$ cat config.mk
export PLATFORM = sky130hd
export DESIGN_NAME = rvfi_retire_fifo
export DESIGN_NICKNAME = d
export VERILOG_FILES = /design/src/rtl/rvfi_retire_fifo.sv
export SDC_FILE = /design/constraint.sdc
export NUM_CORES = 1
export LEC_CHECK = 0
export CAP_MARGIN = 10
export CORE_UTILIZATION = 39
export CTS_BUF_LIST = sky130_fd_sc_hd__clkbuf_8
export CTS_CLUSTER_DIAMETER = 100
export DETAILED_ROUTE_END_ITERATION = 10
export MAX_ROUTING_LAYER = met4
export PLACE_DENSITY = 0.66
export SYNTH_ARGS = -nofsm -noshare
export SYNTH_HDL_FRONTEND = slang
export SYNTH_SLANG_ARGS = --single-unit
$ cat constraint.sdc
create_clock -name clk -period 26.6 [get_ports clk]
set_input_delay 3.99 -clock clk [delete_from_list [all_inputs] [get_ports clk]]
set_output_delay 3.99 -clock clk [all_outputs]
set_load 0.005 [all_outputs]
$ cat src/rtl/rvfi_retire_fifo.sv
// Retirement trace buffer: stamps each retired instruction with a 64-bit order,
// applies RVFI field rules and halt detection, and queues records for a sink.
// Optional feature: define RETIRE_MISALIGN_TRAP_EN to flag misaligned next-PC as a trap.
module rvfi_retire_fifo #(
  parameter int          XLEN       = 32,
  parameter int          DEPTH      = 8,
  parameter logic [31:0] HALT_INSN  = 32'h0000_0073,
  parameter int          MAX_RETIRE = 0
) (
  input  logic                     clk,
  input  logic                     reset,
  input  logic                     i_retire,
  input  logic [31:0]              i_insn,
  input  logic [XLEN-1:0]          i_pc_rdata,
  input  logic [XLEN-1:0]          i_pc_wdata,
  input  logic [4:0]               i_rd_addr,
  input  logic [XLEN-1:0]          i_rd_wdata,
  output logic                     o_ready,
  output logic                     o_valid,
  input  logic                     i_ready,
  output logic [63:0]              o_order,
  output logic [31:0]              o_insn,
  output logic [XLEN-1:0]          o_pc_rdata,
  output logic [XLEN-1:0]          o_pc_wdata,
  output logic [4:0]               o_rd_addr,
  output logic [XLEN-1:0]          o_rd_wdata,
  output logic                     o_trap,
  output logic                     o_halt,
  output logic [$clog2(DEPTH):0]   o_count,
  output logic                     o_halted,
  output logic                     o_overflow
);

  localparam int          AW         = $clog2(DEPTH);
  localparam int          CW         = AW + 1;
  localparam logic [63:0] LAST_ORDER = 64'(MAX_RETIRE) - 64'd1;

  typedef struct packed {
    logic [31:0]     insn;
    logic [XLEN-1:0] pc_rdata;
    logic [XLEN-1:0] pc_wdata;
    logic [4:0]      rd_addr;
    logic [XLEN-1:0] rd_wdata;
    logic [63:0]     order;
    logic            halt;
  } rec_t;

  rec_t          mem [DEPTH];
  logic [AW-1:0] wr_ptr, rd_ptr;
  logic [CW-1:0] count;
  logic [63:0]   order;
  logic          halted, overflow;

  logic full, empty, push, pop, drop, trap;
  rec_t wr_rec, head;

  assign full  = (count == CW'(DEPTH));
  assign empty = (count == '0);
  // A halted buffer ignores retires entirely, so they neither push nor count as drops.
  assign push  = i_retire && !full && !halted;
  assign drop  = i_retire &&  full && !halted;
  assign pop   = !empty && i_ready;

`ifdef RETIRE_MISALIGN_TRAP_EN
  logic trap_mem [DEPTH];

  assign trap = (i_pc_wdata[1:0] != 2'b00);

  always_ff @(posedge clk) begin
    if (push) trap_mem[wr_ptr] <= trap;
  end

  assign o_trap = trap_mem[rd_ptr];
`else
  assign trap   = 1'b0;
  assign o_trap = 1'b0;
`endif

  always_comb begin
    // NOTE: every field gets a value on every path, so no latch can be inferred.
    wr_rec          = '0;
    wr_rec.insn     = i_insn;
    wr_rec.pc_rdata = i_pc_rdata;
    wr_rec.pc_wdata = i_pc_wdata;
    wr_rec.rd_addr  = i_rd_addr;
    wr_rec.rd_wdata = (i_rd_addr == 5'd0) ? '0 : i_rd_wdata;
    wr_rec.order    = order;
    wr_rec.halt     = (i_insn == HALT_INSN)
                   || ((MAX_RETIRE != 0) && (order == LAST_ORDER))
                   || trap;
  end

  // NOTE: the record array has no reset; occupancy alone decides what is valid.
  always_ff @(posedge clk) begin
    if (push) mem[wr_ptr] <= wr_rec;
  end

  // NOTE: all state updates use non-blocking assignments so every flop samples pre-edge values.
  always_ff @(posedge clk or posedge reset) begin
    if (reset) begin
      wr_ptr   <= '0;
      rd_ptr   <= '0;
      count    <= '0;
      order    <= '0;
      halted   <= 1'b0;
      overflow <= 1'b0;
    end else begin
      if (push) begin
        wr_ptr <= wr_ptr + AW'(1);
        order  <= order + 64'd1;
        if (wr_rec.halt) halted <= 1'b1;
      end
      if (pop)  rd_ptr   <= rd_ptr + AW'(1);
      if (drop) overflow <= 1'b1;
      case ({push, pop})
        2'b10:   count <= count + CW'(1);
        2'b01:   count <= count - CW'(1);
        default: count <= count;
      endcase
    end
  end

  assign head       = mem[rd_ptr];
  assign o_valid    = !empty;
  assign o_ready    = !full;
  assign o_count    = count;
  assign o_halted   = halted;
  assign o_overflow = overflow;
  assign o_order    = head.order;
  assign o_insn     = head.insn;
  assign o_pc_rdata = head.pc_rdata;
  assign o_pc_wdata = head.pc_wdata;
  assign o_rd_addr  = head.rd_addr;
  assign o_rd_wdata = head.rd_wdata;
  assign o_halt     = head.halt;

endmodule

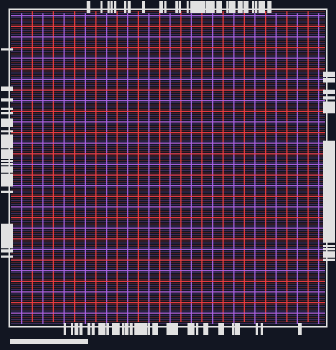
**Above:** run 1 (power grid).
Scale bar: 100 microns. Pins as bars on the die edge.
Key: VDD = red; VSS = purple
29 straps on met5. 344 signal pins sit on the boundary. 148 met1 rails follow the rows.

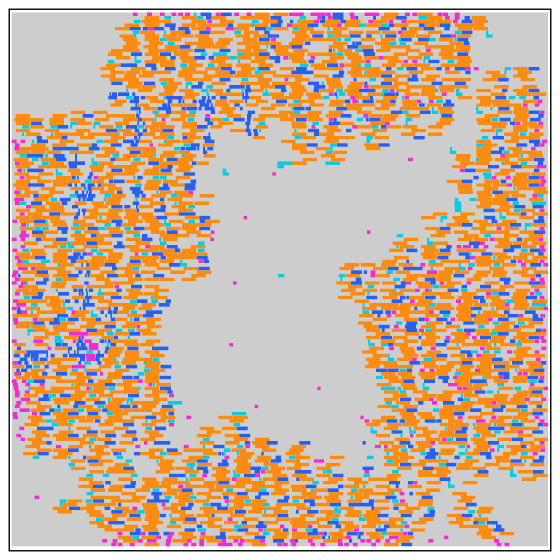
**Above:** run 1 (cells coloured by class).
Fill, decap, tap and diode cells in grey.
Key: remaining buffers and delay cells = magenta [cells 387]; remaining logic cells = blue [cells 900]; clock drivers and dummy loads = cyan [cells 493]; registers = orange [cells 1,660]

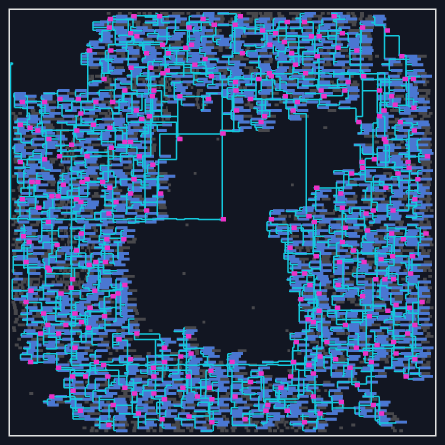
**Above:** run 1 (clock distribution).
Key: flip-flops = blue [count 1,660]; clock wires = cyan [length 21.1 mm]; clock-net drivers = magenta [count 292]
There are 293 routed clock nets.

==> reports/results.txt, run 1 <==
status: finished, final reports clean
Worst setup EP type: primary output
row count: 147
Hold Path Class: reg2reg
Seq pwr share: 42.5%
die area: 0.164 sq mm
cells along the critical path: buf_4 -> buf_4 -> buf_4 -> buf_4 -> buf_4 -> mux4_2 -> mux2_2 -> clkdlybuf4s50_1
largest net degree at the start of global routing: 115
combinational power share: 30.9%
chip height: 404 microns
DRC viols: 0
critical path's slowest cell: dfrtp_4
clock power share: 26.6%
hold_buf cts: 0
Setup crit start kind: flop
# IOs: 344
uppermost layer routed: met4
Congestion Overflow GR: 0
DP Area: 0.0693 sq mm
via count of the first global-routing pass: 31,000
commonest cells in the synthesized netlist: edfxtp_1, mux4_2, mux2_2
global-route layer with the greatest usage: met2
Final setup viols: 0
fin cells: 5,613
grt met3 use: 4.26%
count leader, synth: edfxtp_1
Leak Pwr: 0.0241 uW
CP Class: reg2out
Biggest register: mem
number of buffers created by CTS: 292
WP data required: 22,610 ps
Critical Path Stages: 8
fin crit period: 11,380 ps
max reg flops: 1,584
yosys cell count: 2,678
clock root cell: clkbuf_8
skew final: 51.9 ps
-- run 1: cell families (layout without fill, tap and decap cells) --
logic type,Yosys count,count (layout),share of synthesized area (%)
AND-OR/OR-AND,5,5,0.0515
AND/OR/NAND/NOR,205,205,1.90
flip-flops,1660,1660,78.3
adder cells (fa/ha/maj),7,7,0.151
XOR/XNOR,71,71,0.985
buffers and inverters,133,895,0.870
other,1,14,0.00594
multiplexers,596,596,17.7
-- run 1: placed cells by master (no fill, tap or decap), types with 9 or more instances in the layout --
cell type	count
diode_2	13
buf_4	36
nor2_1	27
nor2b_1	32
xor2_1	43
clkinv_2	30
clkdlybuf4s50_1	342
mux2_2	199
clkinv_1	53
xnor2_1	28
dfrtp_1	73
buf_12	9
nor3_2	13
nand2_1	41
nor4_1	15
mux4_2	396
nand3_1	19
inv_1	103
nand4_1	20
clkbuf_8	302
edfxtp_1	1584
-- run 1: worst max path at each step --
stage	from	to
5_1_grt	rd_ptr[0]	o_order[56]
6_report	rd_ptr[0]	o_order[56]
3_5_place_dp	rd_ptr[0]	o_order[56]
2_1_floorplan	i_retire	mem[0][0]
3_3_place_gp	rd_ptr[0]	o_rd_wdata[4]
4_1_cts	rd_ptr[0]	o_pc_wdata[17]
-- run 1: cell type report --
class	instances	area, sq um
diodes	13	32.5
well taps	2160	2700
multi-input cells	885	13200
repair buffers	387	3870
flip-flops and latches	1660	49500
clock inverters	191	1010
fillers	13300	86100
inverters	15	57.6
clock buffers	302	4160
-- run 1: power by group through the flow --
stage	combinational, uW	clock [uW]	sequential [uW]
after floorplan	1440	0	3540
after global placement	2500	0	3440
after detailed placement	2510	0	3450
final	2460	2120	3390
after global routing	2630	2290	3430
after CTS	2530	2190	3400
**Run 1: clock nets**

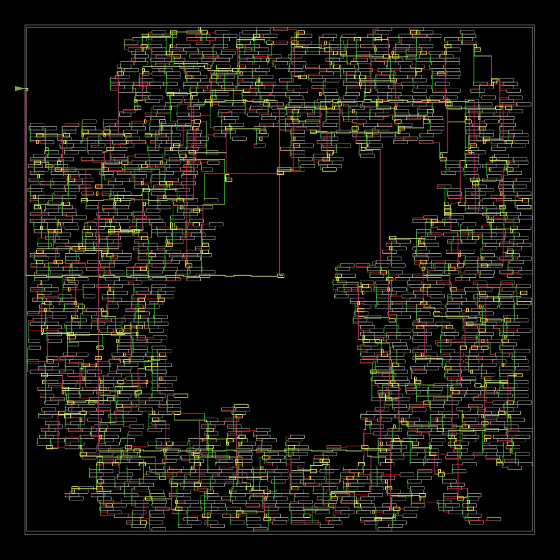

--- run 2 (diff from run 1) ---
--- a/config.mk
+++ b/config.mk
@@ -11,7 +11,7 @@
 export CTS_CLUSTER_DIAMETER = 100
 export DETAILED_ROUTE_END_ITERATION = 10
 export MAX_ROUTING_LAYER = met4
-export PLACE_DENSITY = 0.66
+export PLACE_DENSITY = 0.68
 export SYNTH_ARGS = -nofsm -noshare
 export SYNTH_HDL_FRONTEND = slang
 export SYNTH_SLANG_ARGS = --single-unit
==> constraint.sdc (replaced) <==
create_clock -name clk -period 9.9 [get_ports clk]
set_input_delay 1.485 -clock clk [delete_from_list [all_inputs] [get_ports clk]]
set_output_delay 1.485 -clock clk [all_outputs]
set_load 0.005 [all_outputs]
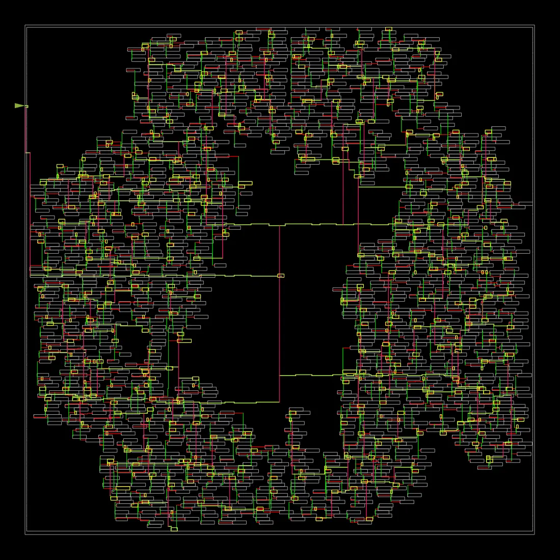
**Above:** run 2 (clock nets).
number of buffers created by CTS: 289
P_clk: 5530 uW
sequential cells: 1,660
skew final: 95.6 ps
Latency at later pin: 1010 ps

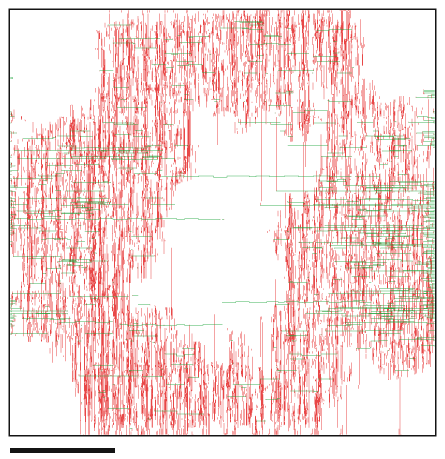
**Above:** run 2 (metal layers overlaid).
Scale bar: 100 microns. Only two layers are drawn.
Key: M2 = red [wire length 63.3 mm]; M3 = green [wire length 9,430 microns]

==> run 2 against run 1 <==
Flip-flop count unchanged. Routed wire length decreased by 1.5%. Non-clock buffer count decreased by 1. Global-route usage decreased by 0.27 points. Sequential power increased to 2.7 times the previous value. Power increased to 2.7 times the previous value. Count of clock-buffer cells in the layout decreased by 2. Critical path depth decreased by 3. Core utilization decreased by 0.055 points. Die area unchanged. Via count increased by 0.39%. First-iteration DRC count decreased by 13%. Largest power group unchanged.
==> reports/results.txt, run 2 <==
Post-CTS Setup Bufs: 0
crit path DAT: 4580 ps
clock root cell: clkbuf_8
Hold Path Class: reg2reg
fin cells: 5,592 (-0.37%)
Top Layout Cells: edfxtp_1, mux4_2, clkdlybuf4s50_1
Commonest Layout Cell: edfxtp_1
Biggest register: mem
die area: 0.164 sq mm (unchanged)
layout cells sized above 1: 29.5%
Worst setup EP type: primary output
count leader, synth: edfxtp_1
# IOs: 344 (unchanged)
number of enable flip-flop cells: 1,584
Setup crit start kind: flop
status: finished, final reports clean
htree depth: 5
DP Area: 0.0694 sq mm (+0.12%)
critical path's slowest cell: dfrtp_4
r2r setup slk: 5860 ps
fraction of registers with async set/reset: 4.58%
via count of the first global-routing pass: 31,000 (+0.023%)
Max-slew headroom: 22.2%
final core occ: 46.3%
Post-Syn Instances: 2,678
vias per cell: 5.22
cells along the critical path: buf_4 -> buf_12 -> mux4_2 -> mux2_2 -> clkdlybuf4s50_1
hold_buf cts: 0 (unchanged)
Worst Slack Setup Final: 3840 ps
chip height: 404 microns (unchanged)
CP Class: reg2out
area share, top type: 75.3%
commonest cells in the synthesized netlist: edfxtp_1, mux4_2, mux2_2
max reg flops: 1,584 (unchanged)
Congestion Overflow GR: 0 (unchanged)
post-detail-place hpwl: 70,700 microns
largest net degree at the start of global routing: 138 (+20%)
Final setup viols: 0 (unchanged)
post-route cell area: 0.0744 sq mm
DRC viols: 0 (unchanged)
yosys cell count: 2,678 (unchanged)
Post-Route Setup TNS: 0 ps
reported max-cap violation count: 0
Leak Pwr: 0.0240 uW (-0.35%)
row count: 147 (unchanged)
WP data required: 8420 ps (-14,190 ps)
fin crit period: 6060 ps
clock sink count: 1,660
==> run 2: power by group <==
part           internal (uW)  leakage [uW]  switching [uW]
sequential              8770        0.0154             379
clock                   2930       0.00287            2600
combinational           3580       0.00579            3060
==> run 2: worst max-delay path by stage <==
| stage | cells after the start | slack, ps | start | to |
|---|---|---|---|---|
| after CTS | 5 | 3600 | rd_ptr[0] | o_pc_wdata[30] |
| after global routing | 5 | 3430 | rd_ptr[0] | o_pc_wdata[30] |
| after floorplan | 4 | -1270 | i_retire | mem[7][0] |
| after detailed placement | 7 | 4510 | i_retire | mem[4][28] |
| final | 5 | 3840 | rd_ptr[0] | o_pc_wdata[30] |
| after global placement | 7 | 4480 | i_retire | mem[4][28] |
==> run 2: logic make-up after synthesis <==
logic type	count (synthesis)	share of synthesized area (%)
XOR/XNOR	71	0.985
other	1	0.00594
flip-flops	1660	78.3
buffers and inverters	133	0.870
adder cells (fa/ha/maj)	7	0.151
multiplexers	596	17.7
AND-OR/OR-AND	5	0.0515
AND/OR/NAND/NOR	205	1.90
==> run 2: routing by layer <==
layer | vias to the layer above | GRT usage [%] | wire length [microns]
li1 | 12400 | - | -
met1 | 15600 | 22.8 | 58200
met2 | 928 | 25.4 | 63300
met3 | 245 | 4.19 | 9430
met4 | 0 | 5.30 | 2860
met5 | - | - | 0
==> run 2: layout make-up <==
cell class | instances | area (sq um)
diodes | 17 | 42.5
fillers | 13200 | 86200
inverters | 15 | 58.8
well taps | 2160 | 2700
flip-flops and latches | 1660 | 49500
clock buffers | 300 | 4130
multi-input cells | 885 | 13200
clock inverters | 169 | 853
repair buffers | 386 | 3930
==> run 2: worst register-to-register path, cell delays in order (launching register included) <==
cell      delay (ps)
dfrtp_1          450
nand2b_1         350
nor2_1           540
inv_2            280
nor3_4           280
buf_12           640
buf_4           1030
Power and IR drop assume default switching activity.
